final_placement.png
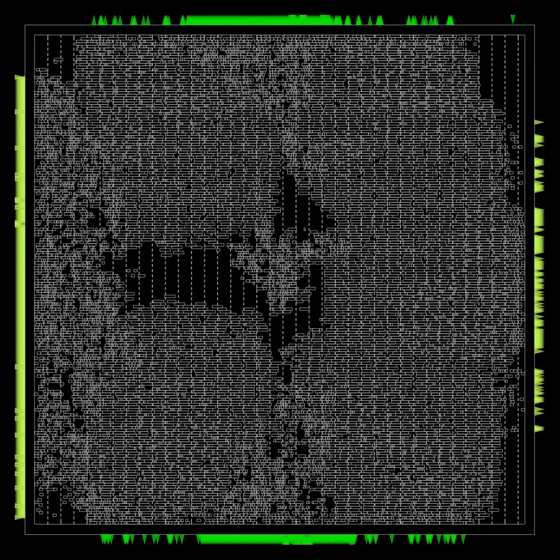
density.png
The die is cut into 27 by 27 equal tiles; white is low, dark blue is high, 0 to 100% covered.
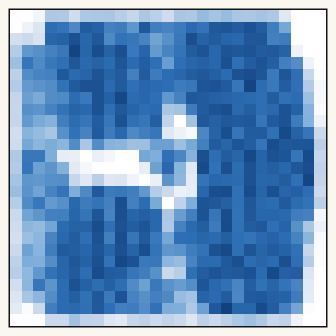
### src/rtl/noc_cfg_pkg.sv
// Shared NoC configuration: packet format carried between traffic sources and routers.
// Pure type definitions, no logic and no latency.
// No flow control here; handshakes belong to the modules that move packets.
package noc_cfg_pkg;

  // Coordinates are 4 bits wide, so meshes up to 16x16 are representable.
  typedef struct packed {
    logic [3:0]  x_dest;
    logic [3:0]  y_dest;
    logic [3:0]  x_source;
    logic [3:0]  y_source;
    logic [7:0]  id;
    logic        ant;
    logic        measure;
    logic [1:0]  vc;
    logic [31:0] timestamp;
    logic [15:0] payload;
  } packet_t;

endpackage

### src/rtl/tg_pkg.sv
// Traffic generator constants, burst FSM encoding and small arithmetic helpers.
// Combinational helpers only, zero latency.
// No flow control.
package tg_pkg;

  // Galois mask for taps 16,14,13,11 in a right-shifting register.
  localparam logic [15:0] LFSR_TAPS = 16'hB400;
  localparam logic [15:0] SEED_MIX  = 16'h9E37;
  localparam int          CNT_W     = 32;
  localparam logic [CNT_W-1:0] CNT_MAX = '1;

  typedef enum logic {BST_IDLE = 1'b0, BST_BURST = 1'b1} burst_state_t;

  function automatic logic [15:0] lfsr_next(input logic [15:0] v);
    return (v >> 1) ^ (v[0] ? LFSR_TAPS : 16'h0000);
  endfunction

  function automatic logic [CNT_W-1:0] sat_inc(input logic [CNT_W-1:0] v);
    return (v == CNT_MAX) ? v : v + 1'b1;
  endfunction

  // Per-channel seed; an all-zero LFSR would lock up, so zero maps to 1.
  function automatic logic [15:0] chan_seed(input logic [15:0] base, input int unsigned ch);
    logic [15:0] s;
    s = base ^ 16'((ch + 1) * SEED_MIX);
    return (s == 16'h0000) ? 16'h0001 : s;
  endfunction

endpackage

### src/rtl/tg_node_queue.sv
// First-word-fall-through packet queue feeding one router injection port.
// Latency 1: a packet written into an empty queue shows at head on the next cycle.
// Push while full is ignored unless a pop happens in the same cycle; no bypass when empty.
module tg_node_queue
  import noc_cfg_pkg::*;
#(
  parameter int DEPTH = 8
) (
  input  logic    clk,
  input  logic    reset_n,
  input  logic    push,
  input  packet_t push_dat,
  input  logic    pop,
  output packet_t head,
  output logic    full,
  output logic    empty
);

  localparam int AW = $clog2(DEPTH);

  packet_t       mem [DEPTH];
  logic [AW-1:0] wr_ptr;
  logic [AW-1:0] rd_ptr;
  logic [AW:0]   count;
  logic          do_push;
  logic          do_pop;

  assign full    = (count == (AW+1)'(DEPTH));
  assign empty   = (count == '0);
  assign do_pop  = pop && !empty;
  assign do_push = push && (!full || do_pop);
  assign head    = mem[rd_ptr];

  // Storage needs no reset: head is only meaningful while the queue is non-empty.
  always_ff @(posedge clk) begin
    if (do_push) mem[wr_ptr] <= push_dat;
  end

  // Pointer and occupancy bookkeeping; reset flushes contents silently.
  always_ff @(posedge clk) begin
    if (!reset_n) begin
      wr_ptr <= '0;
      rd_ptr <= '0;
      count  <= '0;
    end else begin
      if (do_push) wr_ptr <= wr_ptr + 1'b1;
      if (do_pop)  rd_ptr <= rd_ptr + 1'b1;
      case ({do_push, do_pop})
        2'b10:   count <= count + 1'b1;
        2'b01:   count <= count - 1'b1;
        default: count <= count;
      endcase
    end
  end

endmodule

### src/rtl/noc_traffic_gen.sv
// Multi-channel LFSR Bernoulli packet source with per-channel FWFT queues and counters.
// Latency 1 from generation to o_data; counters update on the generating/accepting edge.
// Router stalls via i_en; a full queue drops new packets. TRAFFIC_BURST_EN adds bursts.
module noc_traffic_gen
  import noc_cfg_pkg::*;
  import tg_pkg::*;
#(
  parameter int          N_CH        = 5,
  parameter int          X_NODES     = 4,
  parameter int          Y_NODES     = 4,
  parameter int          X_LOC       = 0,
  parameter int          Y_LOC       = 0,
  parameter int          QUEUE_DEPTH = 8,
  parameter int          ANT_PERIOD  = 64,
  parameter logic [15:0] SEED        = 16'hACE1,
  parameter int          BURST_LEN   = 4
) (
  input  logic                        clk,
  input  logic                        reset_n,
  input  logic                        i_enable,
  input  logic [0:N_CH-1][7:0]        i_rate,
  output packet_t [0:N_CH-1]          o_data,
  output logic [0:N_CH-1]             o_data_val,
  input  logic [0:N_CH-1]             i_en,
  output logic [0:N_CH-1][CNT_W-1:0]  o_gen_count,
  output logic [0:N_CH-1][CNT_W-1:0]  o_inj_count,
  output logic [0:N_CH-1][CNT_W-1:0]  o_drop_count
);

  localparam int ANT_DIV = (ANT_PERIOD == 0) ? 1 : ANT_PERIOD;

  logic [31:0] cycle_cnt;
  logic        ant_now;

  assign ant_now = (ANT_PERIOD != 0) && ((cycle_cnt % 32'(ANT_DIV)) == 32'd0);

  // Free-running timestamp source, wraps at 2^32.
  always_ff @(posedge clk) begin
    if (!reset_n) cycle_cnt <= '0;
    else          cycle_cnt <= cycle_cnt + 32'd1;
  end

  for (genvar c = 0; c < N_CH; c++) begin : g_ch
    localparam logic [15:0] CH_SEED = chan_seed(SEED, c);

    logic [15:0]      lfsr;
    logic             hit;
    logic             gen;
    logic             push_ok;
    logic             pop;
    logic             full;
    logic             empty;
    logic [3:0]       rx;
    logic [3:0]       ry;
    logic [3:0]       dx;
    logic [3:0]       dy;
    packet_t          pkt;
    packet_t          head;
    logic [CNT_W-1:0] gen_cnt;
    logic [CNT_W-1:0] inj_cnt;
    logic [CNT_W-1:0] drop_cnt;

    assign hit = i_enable && ((i_rate[c] == 8'hFF) || (lfsr[7:0] < i_rate[c]));

    // LFSR steps every cycle independent of enable so sequences stay reproducible.
    always_ff @(posedge clk) begin
      if (!reset_n) lfsr <= CH_SEED;
      else          lfsr <= lfsr_next(lfsr);
    end

    // Random destination; channel 0 never targets its own node.
    always_comb begin
      rx = 4'(lfsr[15:8] % 8'(X_NODES));
      ry = 4'(lfsr[11:4] % 8'(Y_NODES));
      if (c == 0 && rx == 4'(X_LOC) && ry == 4'(Y_LOC))
        rx = 4'((5'(rx) + 5'd1) % 5'(X_NODES));
    end

`ifdef TRAFFIC_BURST_EN
    burst_state_t state;
    logic [15:0]  burst_rem;
    logic [3:0]   hold_x;
    logic [3:0]   hold_y;

    assign gen = i_enable && ((state == BST_BURST) || hit);
    assign dx  = (state == BST_BURST) ? hold_x : rx;
    assign dy  = (state == BST_BURST) ? hold_y : ry;

    // Burst sequencer: the hit emits the first packet, BURST emits the remaining ones.
    always_ff @(posedge clk) begin
      if (!reset_n || !i_enable) begin
        state     <= BST_IDLE;
        burst_rem <= '0;
        if (!reset_n) begin
          hold_x <= '0;
          hold_y <= '0;
        end
      end else begin
        case (state)
          BST_IDLE: begin
            if (hit && BURST_LEN > 1) begin
              state     <= BST_BURST;
              burst_rem <= 16'(BURST_LEN - 1);
              hold_x    <= rx;
              hold_y    <= ry;
            end
          end
          default: begin
            if (burst_rem <= 16'd1) begin
              state     <= BST_IDLE;
              burst_rem <= '0;
            end else begin
              burst_rem <= burst_rem - 16'd1;
            end
          end
        endcase
      end
    end
`else
    assign gen = hit;
    assign dx  = rx;
    assign dy  = ry;
`endif

    // Assemble the packet generated this cycle.
    always_comb begin
      pkt           = '0;
      pkt.x_dest    = dx;
      pkt.y_dest    = dy;
      pkt.x_source  = 4'(X_LOC);
      pkt.y_source  = 4'(Y_LOC);
      pkt.id        = gen_cnt[7:0];
      pkt.ant       = ant_now;
      pkt.timestamp = cycle_cnt;
      pkt.measure   = 1'b1;
    end

    assign pop     = !empty && i_en[c];
    assign push_ok = gen && (!full || pop);

    tg_node_queue #(.DEPTH(QUEUE_DEPTH)) u_queue (
      .clk      (clk),
      .reset_n  (reset_n),
      .push     (push_ok),
      .push_dat (pkt),
      .pop      (pop),
      .head     (head),
      .full     (full),
      .empty    (empty)
    );

    // Saturating statistics; a drop still counts as generated.
    always_ff @(posedge clk) begin
      if (!reset_n) begin
        gen_cnt  <= '0;
        inj_cnt  <= '0;
        drop_cnt <= '0;
      end else begin
        if (gen)             gen_cnt  <= sat_inc(gen_cnt);
        if (gen && !push_ok) drop_cnt <= sat_inc(drop_cnt);
        if (pop)             inj_cnt  <= sat_inc(inj_cnt);
      end
    end

    assign o_data[c]       = empty ? '0 : head;
    assign o_data_val[c]   = !empty;
    assign o_gen_count[c]  = gen_cnt;
    assign o_inj_count[c]  = inj_cnt;
    assign o_drop_count[c] = drop_cnt;
  end

endmodule

### config.mk
export PLATFORM = sky130hd
export DESIGN_NAME = noc_traffic_gen
export DESIGN_NICKNAME = d
export VERILOG_FILES = /design/src/rtl/noc_cfg_pkg.sv /design/src/rtl/tg_pkg.sv /design/src/rtl/tg_node_queue.sv /design/src/rtl/noc_traffic_gen.sv
export SDC_FILE = /design/constraint.sdc
export NUM_CORES = 2
export LEC_CHECK = 0
export CAP_MARGIN = 30
export CORE_MARGIN = 10
export CORE_UTILIZATION = 55
export DETAILED_ROUTE_END_ITERATION = 8
export PLACE_DENSITY_LB_ADDON = 0.3
export SLEW_MARGIN = 20
export SYNTH_ARGS = -nofsm -noshare
export SYNTH_HDL_FRONTEND = slang
export SYNTH_HIERARCHICAL = 1
export SYNTH_SLANG_ARGS = --single-unit
### constraint.sdc
create_clock -name clk -period 11.1 [get_ports clk]
set_input_delay 1.665 -clock clk [delete_from_list [all_inputs] [get_ports clk]]
set_output_delay 1.665 -clock clk [all_outputs]
set_load 0.03 [all_outputs]
==> summary.txt <==
Entry: Yosys synthesis followed by OpenROAD place and route.

Finish:
- The run puts the fraction of area in registers at 58.5%.
- The final layout contains a sequential cell count of 3697.
- The run puts the number of logic inverters in the finished layout at 129.
- The run gives the logic share of the area as 25.6%.
- By instance count after routing, the leading logic cell type is sky130_fd_sc_hd__edfxtp_1.
- The run gives the proportion of layout cells with a drive suffix above 1 as 18.0%.
- For this run, the script counts the antenna cells in the layout as 6.
- The run puts the logic area at 45800 sq um.
- The run puts the relative area of clock buffers and inverters in the final design at ~6.8%.
- The most common logic cells in the final layout are sky130_fd_sc_hd__edfxtp_1 (3040), sky130_fd_sc_hd__conb_1 (1240), sky130_fd_sc_hd__clkdlybuf4s50_1 (910), sky130_fd_sc_hd__mux4_2 (760), sky130_fd_sc_hd__dfxtp_1 (610).
- The run puts the area occupied by registers at 105000 sq um.

Die:
- In this run the core area contains 190 standard-cell rows.
- The run puts the overall die width at 538 um.

Route:
- Per the detail_route log, met2 wirelength is 194 mm.
- The run puts the routed length on met1 at 148 mm.
- The routed design uses between 30 and 40 mm of met3 wire.
- The run gives the number of detailed-route iterations in the first pass as 6.
- TritonRoute reported its final design rule violation total as 0.
- The run gives the total wire length after detailed routing as 397 mm.
- The run gives the via count as between 80000 and 90000.
- The run gives the initial detailed-routing violation count as 7735.

Clocking:
- The run gives the total clock sinks as 3697.
- After clock tree synthesis, the flow added hold-fix buffers numbering 0.
- The run puts the maximum level of the CTS H-tree at 5.
- The run puts the clock transition at the registers of the reported paths at 60 ps.

Placement:
- The run puts the post-placement setup slack at 4110 ps.
- In this run, placement finished with an instance count of 14000.
- In this run the cell area measured after placement is 166000 sq um.

Final timing:
- At the pin with the least slew margin, the transition time is 1070 ps.
- The run gives the final setup skew as roughly 58 ps.
- The run puts the max-slew violation total from the final report at 0.
- The run gives the relative slew slack as 28.3%.
- The run puts the total count of hold-check failures in the final report at 0.

Global route:
- Global routing used ~44% of the available met2 tracks.
- The first global-routing pass estimated 582 mm of wire.
- The run gives the met3 track demand over resource as 6.30%.
- Global routing consumed, over all layers together, 26.8% of the routing resources.
- The run puts the number of antenna violations at the first check in global routing at 20.

Worst setup path:
- The run gives the capturing instance or port of the critical path as o_data[320].
- The run gives the destination of the worst register-to-register timing path as g_ch[2].u_queue/mem[4][11]$_DFFE_PP_.
- The run gives the sort of element at the start of the critical path as a flop.
- The critical path is of the reg -> out type.
- The run gives the launching point of the worst reg2reg path as g_ch[2].lfsr[5]$_SDFF_PN0_.

Yosys:
- The run gives the share of synthesized registers carrying an async set or reset as 0%.
- The synthesized netlist devotes 8.24% of its cell area to simple gates.
- The run gives the synthesis-stage register bit count as 3697.
- Yosys mapped a number of flops with a built-in enable equal to 3040.
- The chip area line in the Yosys stat output reads ~150000 sq um.
- The run puts the fraction of synthesized cell area in xor and xnor cells at ~2.3%.
- The run puts the number of instances in the synthesized netlist at 8542.

Pwr:
- The run puts the total power divided by cell area at between 200 and 250 nW/um^2.
- The run puts the maximum vdd drop at 169 uV.

Min path:
- The run gives the class of the tightest hold or removal check as reg -> reg.

Run:
- The run gives the number of warnings in the stage logs as 40.
- The run gives the number of max-cap violations as 0.

Run status:
- The run finished with clean final reports.
About final_placement.png:
Post-Route Utilization: 66.8%
number of well taps: 3552
filler instances: 17800
Final Non-Filler Cells: 14700

About density.png:
- tiles over 75% full: 41%
- nearly empty tiles: 5.2%
- fullest tile: 93%
- mean over tiles: 60%
FP Util: 55.2%
core area: 268000 sq um

## metrics by stage
step	power [mW]	util, %
after floorplan	21.2	-
after global placement	24.3	61.8
after detailed placement	24.5	62.1
after CTS	37.0	66.6
after global routing	38.0	66.7
final	36.8	66.8
## worst max-delay path: stages (launching register included)
cell and delay, ps:
sky130_fd_sc_hd__dfxtp_4 670, sky130_fd_sc_hd__buf_12 280, sky130_fd_sc_hd__buf_4 610, sky130_fd_sc_hd__buf_4 670, sky130_fd_sc_hd__mux4_2 330, sky130_fd_sc_hd__mux2_2 160
sky130_fd_sc_hd__nor2b_1 440, sky130_fd_sc_hd__clkdlybuf4s50_1 800
## power breakdown
part	internal, mW	switching, mW	leakage (nW)
combinational	3.28	5.06	19.9
sequential	15.6	0.331	33.3
clock	7.28	5.25	5.93
Power is estimated from default activity; no workload was simulated.
